==> run_1/layers.png <==
Only two layers are drawn.
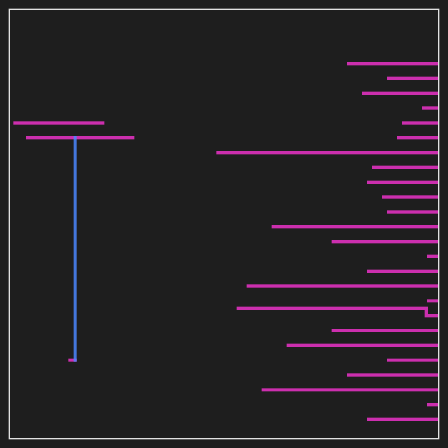
==> run_1/clock_nets.png <==
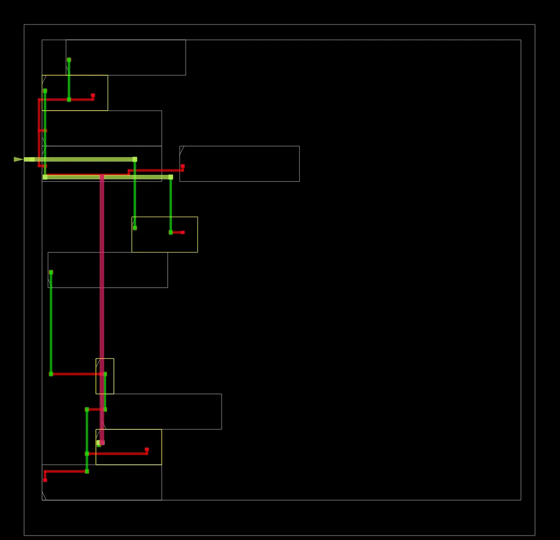
==> run_1/m1.png <==
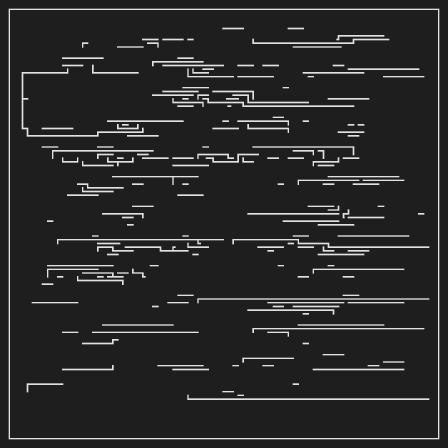
==> config.mk <==
export PLATFORM = sky130hd
export DESIGN_NAME = pipe_ctrl
export DESIGN_NICKNAME = d
export VERILOG_FILES = /design/src/rtl/pipe_ctrl_pkg.sv /design/src/rtl/pipe_ctrl_mdu_timer.sv /design/src/rtl/pipe_ctrl.sv
export SDC_FILE = /design/constraint.sdc
export NUM_CORES = 1
export LEC_CHECK = 0
export ABC_CLOCK_PERIOD_IN_PS = 4350
export CORE_UTILIZATION = 42
export CTS_BUF_LIST = sky130_fd_sc_hd__clkbuf_8
export CTS_CLUSTER_DIAMETER = 120
export DETAILED_ROUTE_END_ITERATION = 6
export PLACE_DENSITY = 0.86
export SLEW_MARGIN = 10
export SYNTH_ARGS = -nofsm -noshare
export SYNTH_HDL_FRONTEND = slang
export SYNTH_SLANG_ARGS = --single-unit
==> constraint.sdc <==
create_clock -name clk -period 4.35 [get_ports clk]
set_clock_uncertainty 0.1 [all_clocks]
set_input_delay 0.6525 -clock clk [delete_from_list [all_inputs] [get_ports clk]]
set_output_delay 0.6525 -clock clk [all_outputs]
set_load 0.005 [all_outputs]
==> impl_metrics.tcl, run 1 <==
# metrics dict for downstream scripts
set metrics [dict create \
    status "completed" \
    ys_seq_share 0.300 \
    dp_slack_ns 0.832 \
    design_area_um2 942 \
    ys_cells 67 \
    area_grow_syn2layout_pct 61.6 \
    ff2ff_setup_slack_ns 2.68 \
    final_antenna_net_count 0 \
    worst_hold_path_type "flip-flop to flip-flop" \
    placedInstanceArea_um2 897 \
    clock.latency.late_pin_ns 0.23 \
    worst_setup_path_start_kind "input pin" \
    gp_routability_congestion 0.673 \
    drtPass1Iterations 3 \
    clkSinkCount 7 \
    finish.cell_count_without_fillers 115 \
    yosys_register_bits 7 \
    detail_route.vias_per_cell 5.10 \
    yosys_warnings 0 \
    number_of_maximum_capacitance_constraint_violations 0 \
    peakVddDrop_mv 0.291 \
    finalSetupViolCount 0 \
    floorplan.rows 13 \
    critical-path-top-cell-by-count "clkdlybuf4s50_1" \
    cts_tree "yes" \
    cts_inserted_buffers 3 \
    largest_register_ffs 6 \
    antenna_found_initial 0 \
    dp_hpwl_um 1200 \
    critical-path-max-stage-delay_ns 0.55 \
    cts_setup_buffers 0 \
    timing_worst_slew_pin_value_ns 0.390 \
    whs_path_depth 2 \
    antenna_cells_inserted 0 \
    die.size.y_um 39.3 \
    post-route-period-util 0.808 \
    enable_flop_cells 0 \
    timing.max_slew.rel_slack 0.739 \
    grt_start_max_net_pins 8 \
    synthesis.area_per_instance_um2 8.70 \
    floorplan.initialDensity 0.448 \
    post_cts_resize_count 0 \
    report.power.total_mw 0.362 \
    tool_warnings 27 \
    hold_slack_ns 0.443 \
    cts-root-buf "clkbuf_8" \
    post_synth_instance_area_um2 583 \
    grt.total_usage 0.213 \
    floorplan.io_pins 32 \
    pwr_density_cell_nw_per_um2 384 \
    slowest_stage "or4_1" \
    clock_tree.buffer_depth 2 \
    maximum_level_of_the_cts_h_tree 1 \
    top_cells_excl_fill_tap "clkdlybuf4s50_1 (31), xor2_1 (11), nand2_1 (10), dfrtp_1 (7), nor2_1 (6)" \
    ys.flop_type "dfrtp_1" \
    critical_path_cell_by_cell "clkdlybuf4s50_1, or4_1, o21ai_2, o21ai_0, a21boi_1, clkdlybuf4s50_1" \
    portBuffers 31 \
    r2r_cells 6 \
    timing.final.crit_period_ns 3.51 \
    final_core_utilization 0.724 \
    detailedRoute.firstIterationViolations 5 \
    cp.buffers_inverters 2 \
    num-nets-final 127 \
    first_pass_grt_wire_length_um 2140 \
    final.setup.tns_ns 0 \
    syn_inst 67 \
    globalRoute.totalOverflow 0 \
    die-width_um 39.3 \
    vias_in_the_first_global_route 551 \
    drcViolationCount 0 \
    share_of_final_layout_standard_cells_stronger_than_drive_strength_1 0.0700 \
    final.setup.worst_slack_ns 0.836 \
    numPlacedInstances 111 \
    cp-end-kind "output port" \
    timing.critical_path.fanout_max 3 \
    timing_hold_violations_final 0 \
    timing.setup.critical_path_class "input pin to output port" \
    clk_pin_slew_ns 0.04 \
    final_slew_viol_count 0 \
    power.leakage_nw 0.374 \
    worst_ep_required_time_ns 3.60 \
    cts_hold_buf 0 \
    worst_ep_arrival_time_ns 2.76 \
    syn_nets 93 \
    crit_cells 6 \
    synth_async_sr_flop_share 1.00 \
    yosys-stat-area_um2 583 \
    die_area_um2 1540 \
    floorplan.core_area_um2 1300 \
    layout_top_cell "clkdlybuf4s50_1" \
    grt_setup_unrepaired "false" \
    fmax_mhz 285 \
    worst_path_dominant_cell_family "buffers and inverters" \
    synth.lib_cells_used.distinct 23 \
]
About layers.png:
legend:
  blue:
    layer: M4
    wire_length: 20.4 um
  magenta:
    layer: M3
    wire_length: 212 um
wire length after detailed routing: 1590 um
Via Count: 587
final routed wire length divided by cell count: 13.8 um

About clock_nets.png:
Seq Cell Count: 7
total clock network power: 0.0892 mW
clock buffer instance count of the final layout: 3

About m1.png:
nets with wire on the layer: 99
share of all routed wire: 38%
longest straight run: 22.1 um
wire length on this layer: 600 um
routing usage on met1: 0.201

-- run 1: layer usage --
layer	track usage	part of all wire
met3	0.0739	0.13
met5	0	0
met2	0.400	0.47
met4	0.103	0.013
met1	0.201	0.38
-- run 1: power by group --
group / internal (mW) / total [mW] / switching [mW]
logic: 0.0778 / 0.151 / 0.0728
registers: 0.0952 / 0.122 / 0.0267
clock network: 0.0610 / 0.0892 / 0.0282
total: 0.234 / 0.362 / 0.128
-- run 1: synth_stat cells, types with 2 or more instances --
cell type  instances  area (um^2)
inv_1              4         15.0
nand2_1           10         37.5
nor3_1             2         10.0
ha_1               2         25.0
nor2_1             6         22.5
buf_4              2         15.0
o21ai_0            4         20.0
dfrtp_1            7          175
xor2_1            11         96.3
nand3_1            3         15.0
xnor2_1            4         35.0
-- run 1: worst min-delay path, cell delays in order, from the launching register on --
cell and delay, ns:
dfrtp_1 0.37, xor2_1 0.08, nand2_1 0.06
-- run 1: final cells by class --
| type | count | area (um^2) |
|---|---|---|
| inverters | 4 | 15.0 |
| repair buffers | 31 | 310 |
| multi-input cells | 54 | 378 |
| clock inverters | 1 | 3.75 |
| clock buffers | 3 | 41.3 |
| well taps | 15 | 18.8 |
| flip-flops and latches | 7 | 175 |
| fillers | 106 | 359 |
-- run 1: logic make-up after synthesis --
group,count (synthesis),synth area share
flops,7,0.300
xor+xnor,15,0.225
buf+inv,6,0.0515
simple gates,27,0.223
compound gates,10,0.157
fa+ha+maj,2,0.0429
==> run 2: changes to the inputs <==
- ABC_CLOCK_PERIOD_IN_PS: 4350 -> 3250
- CORE_UTILIZATION: 42 -> 39
- PLACE_DENSITY: 0.86 -> 0.81
- clock period: 4.35 -> 3.25 ns (I/O delays scaled with it)
==> run_2/sizing.png <==
Scale bar: 10 um.
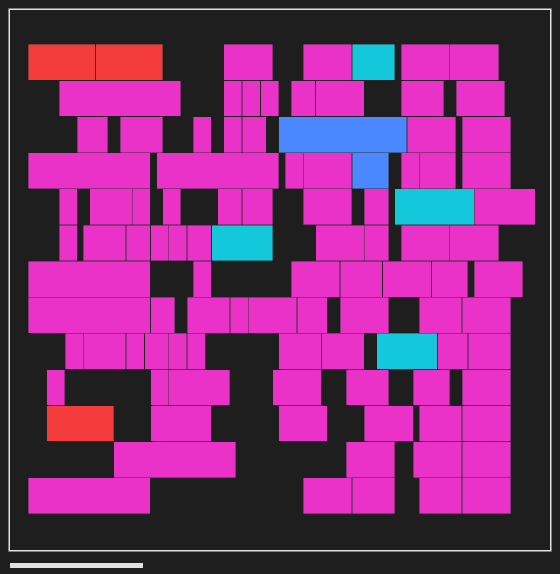
legend:
  cyan:
    size: x2
    cells: 4
    share: 4.0%
  red:
    size: x6 and larger
    cells: 3
    share: 3.0%
    most_used: clkbuf_8
  magenta:
    size: x1 and smaller
    cells: 92
    share: 91%
    most_used: clkdlybuf4s50_1
  blue:
    size: x3 and x4
    cells: 2
    share: 2.0%
Final Worst Setup Slack: 0.169 ns
summed area of non-filler cells in the final layout: 960 um^2
Non-clock buffers: 32
area grow syn2layout: 64.6%

==> run 2 against run 1 <==
Net effect: total power increased by 33%; core utilization shrank 1.3 points; routed wire length decreased by 7.3%; critical path depth grew 1; hold slack got worse by 0.00084 ns; register-to-register slack got worse by 1.0 ns; cell count is 0.87% higher; sequential cell count is the same; global-route usage is 3.0 points lower; sequential power up 34%; non-clock buffer count grew 1; cell area is 1.9% higher; critical path type unchanged; largest cell class unchanged; largest power group unchanged.
==> impl_metrics.tcl, run 2 <==
# metrics dict for downstream scripts
set metrics [dict create \
    syn_nets 93 \
    globalRoute.totalOverflow 0 \
    die.size.y_um 40.7 \
    post_cts_resize_count 0 \
    fmax_mhz 325 \
    hold_slack_ns 0.443 \
    dp_slack_ns 0.0853 \
    ff2ff_setup_slack_ns 1.64 \
    gp_routability_congestion 0.688 \
    yosys-stat-area_um2 583 \
    final-comb-area_um2 385 \
    synth.lib_cells_used.distinct 23 \
    critical_path_cell_by_cell "clkdlybuf4s50_1, xor2_1, nor4_2, a32oi_2, o21ai_1, o21a_1, clkdlybuf4s50_1" \
    post-route-period-util 0.948 \
    grt_start_max_net_pins 8 \
    synth.area.top_cells "dfrtp_1 (30%), xor2_1 (17%), nand2_1 (6.4%)" \
    antenna_cells_inserted 0 \
    worst_path_dominant_cell_family "buffers and inverters" \
    top_area_frac 0.300 \
    worst_ep_arrival_time_ns 2.49 \
    detail_route.vias_per_cell 5.00 \
    cts_setup_buffers 0 \
    slowest_stage "clkdlybuf4s50_1" \
    status "completed" \
    maximum_level_of_the_cts_h_tree 1 \
    final_antenna_net_count 0 \
    cp-end-kind "output port" \
    worst_ep_required_time_ns 2.66 \
    die-width_um 40.7 \
    number_of_maximum_capacitance_constraint_violations 0 \
    vias_in_the_first_global_route 521 \
    ys_cells 67 \
    pwr_density_cell_nw_per_um2 500 \
    first_pass_grt_wire_length_um 1960 \
    portBuffers 31 \
    report.power.total_mw 0.480 \
    dp_hpwl_um 1220 \
    timing.max_slew.rel_slack 0.773 \
    final.fill_count 108 \
    timing.critical_path.fanout_max 3 \
    final.setup.tns_ns 0 \
    whs_path_depth 2 \
    finish.cell_count_without_fillers 116 \
    timing_worst_slew_pin_value_ns 0.337 \
    ys.flop_type "dfrtp_1" \
    share_of_final_layout_standard_cells_stronger_than_drive_strength_1 0.0891 \
    placedInstanceArea_um2 905 \
    drtPass1Iterations 2 \
    top_cells_excl_fill_tap "clkdlybuf4s50_1 (30), xor2_1 (11), nand2_1 (10), dfrtp_1 (7), nor2_1 (6)" \
    power.leakage_nw 0.399 \
    syn_inst 67 \
    worst_setup_path_start_kind "input pin" \
    numPlacedInstances 112 \
    cts_inserted_buffers 3 \
    wl_per_cell_um 12.7 \
    drcViolationCount 0 \
    critical-path-max-stage-delay_ns 0.49 \
    common_cells "xor2_1 (11), nand2_1 (10), dfrtp_1 (7)" \
    timing_hold_violations_final 0 \
    yosys_warnings 0 \
    worst_hold_path_type "flip-flop to flip-flop" \
    tool_warnings 27 \
    floorplan.rows 13 \
    floorplan.io_pins 32 \
    synth.largest_area_cell "dfrtp_1" \
    synth_async_sr_flop_share 1.00 \
    finalSetupViolCount 0 \
    floorplan.initialDensity 0.432 \
    post_synth_instance_area_um2 583 \
    floorplan.core_area_um2 1350 \
    cts_hold_buf 0 \
    num-nets-final 128 \
    peakVddDrop_mv 0.358 \
    grt_setup_unrepaired "false" \
    synthMostInstantiatedCell "xor2_1" \
    clk_pin_slew_ns 0.04 \
    die_area_um2 1650 \
    cts-root-buf "clkbuf_8" \
    clkSinkCount 7 \
    synthesis.area_per_instance_um2 8.70 \
    cts_tree "yes" \
    largest_register_ffs 6 \
    layout_top_cell "clkdlybuf4s50_1" \
    critical-path-top-cell-by-count "clkdlybuf4s50_1" \
    sequential_cell_area_um2 175 \
    antenna_found_initial 0 \
    grt.total_usage 0.183 \
    crit_cells 7 \
    cp.buffers_inverters 2 \
    final_core_utilization 0.711 \
    detailedRoute.firstIterationViolations 7 \
    enable_flop_cells 0 \
    timing.setup.critical_path_class "input pin to output port" \
    yosys_register_bits 7 \
    clock_tree.buffer_depth 2 \
    clock.latency.late_pin_ns 0.23 \
    r2r_cells 6 \
    timing.final.crit_period_ns 3.08 \
    ys_seq_share 0.300 \
    final_slew_viol_count 0 \
]
==> run_2/m1.png <==
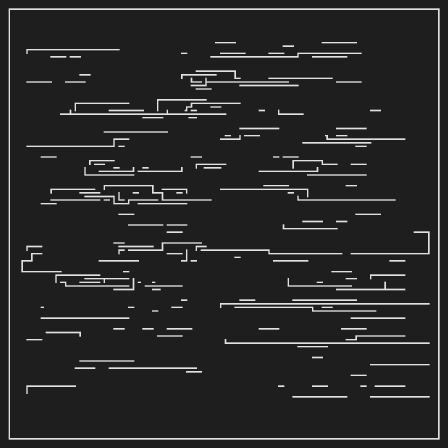
share of all routed wire: 37%
longest straight run: 19.8 um
main direction: horizontal
nets with wire on the layer: 94
wire length after detailed routing: 1470 um
routing usage on met1: 0.184
Via Count: 580

run 2: logic make-up after synthesis:
family,after synthesis,synth area share
compound gates,10,0.157
buf+inv,6,0.0515
fa+ha+maj,2,0.0429
flops,7,0.300
simple gates,27,0.223
xor+xnor,15,0.225
run 2: report_power, final:
part	switching (mW)	leakage, nW	internal [mW]
Clock	0.0364	0.0269	0.0815
Sequential	0.0362	0.0773	0.127
Combinational	0.0932	0.295	0.105
run 2: metal layers:
metal | track usage | share of wire | vias up | wire (um)
li1 | - | - | 291 | -
met1 | 0.184 | 0.37 | 259 | 546
met2 | 0.349 | 0.48 | 28 | 700
met3 | 0.0489 | 0.14 | 2 | 199
met4 | 0.0750 | 0.016 | 0 | 23
met5 | 0 | 0 | - | 0
run 2: final cells by class:
class | instances | share of cell area
Timing Repair Buffer | 32 | 0.334
Tap cell | 15 | 0.0196
Sequential cell | 7 | 0.183
Multi-Input combinational cell | 54 | 0.402
Clock inverter | 1 | 0.00391
Inverter | 4 | 0.0156
Clock buffer | 3 | 0.0430
run 2: tightest hold or removal path: stages, from the launching register on:
cell and delay (ns):
dfrtp_1 0.37, xor2_1 0.08, nand2_1 0.06
Power is estimated from default activity; no workload was simulated.
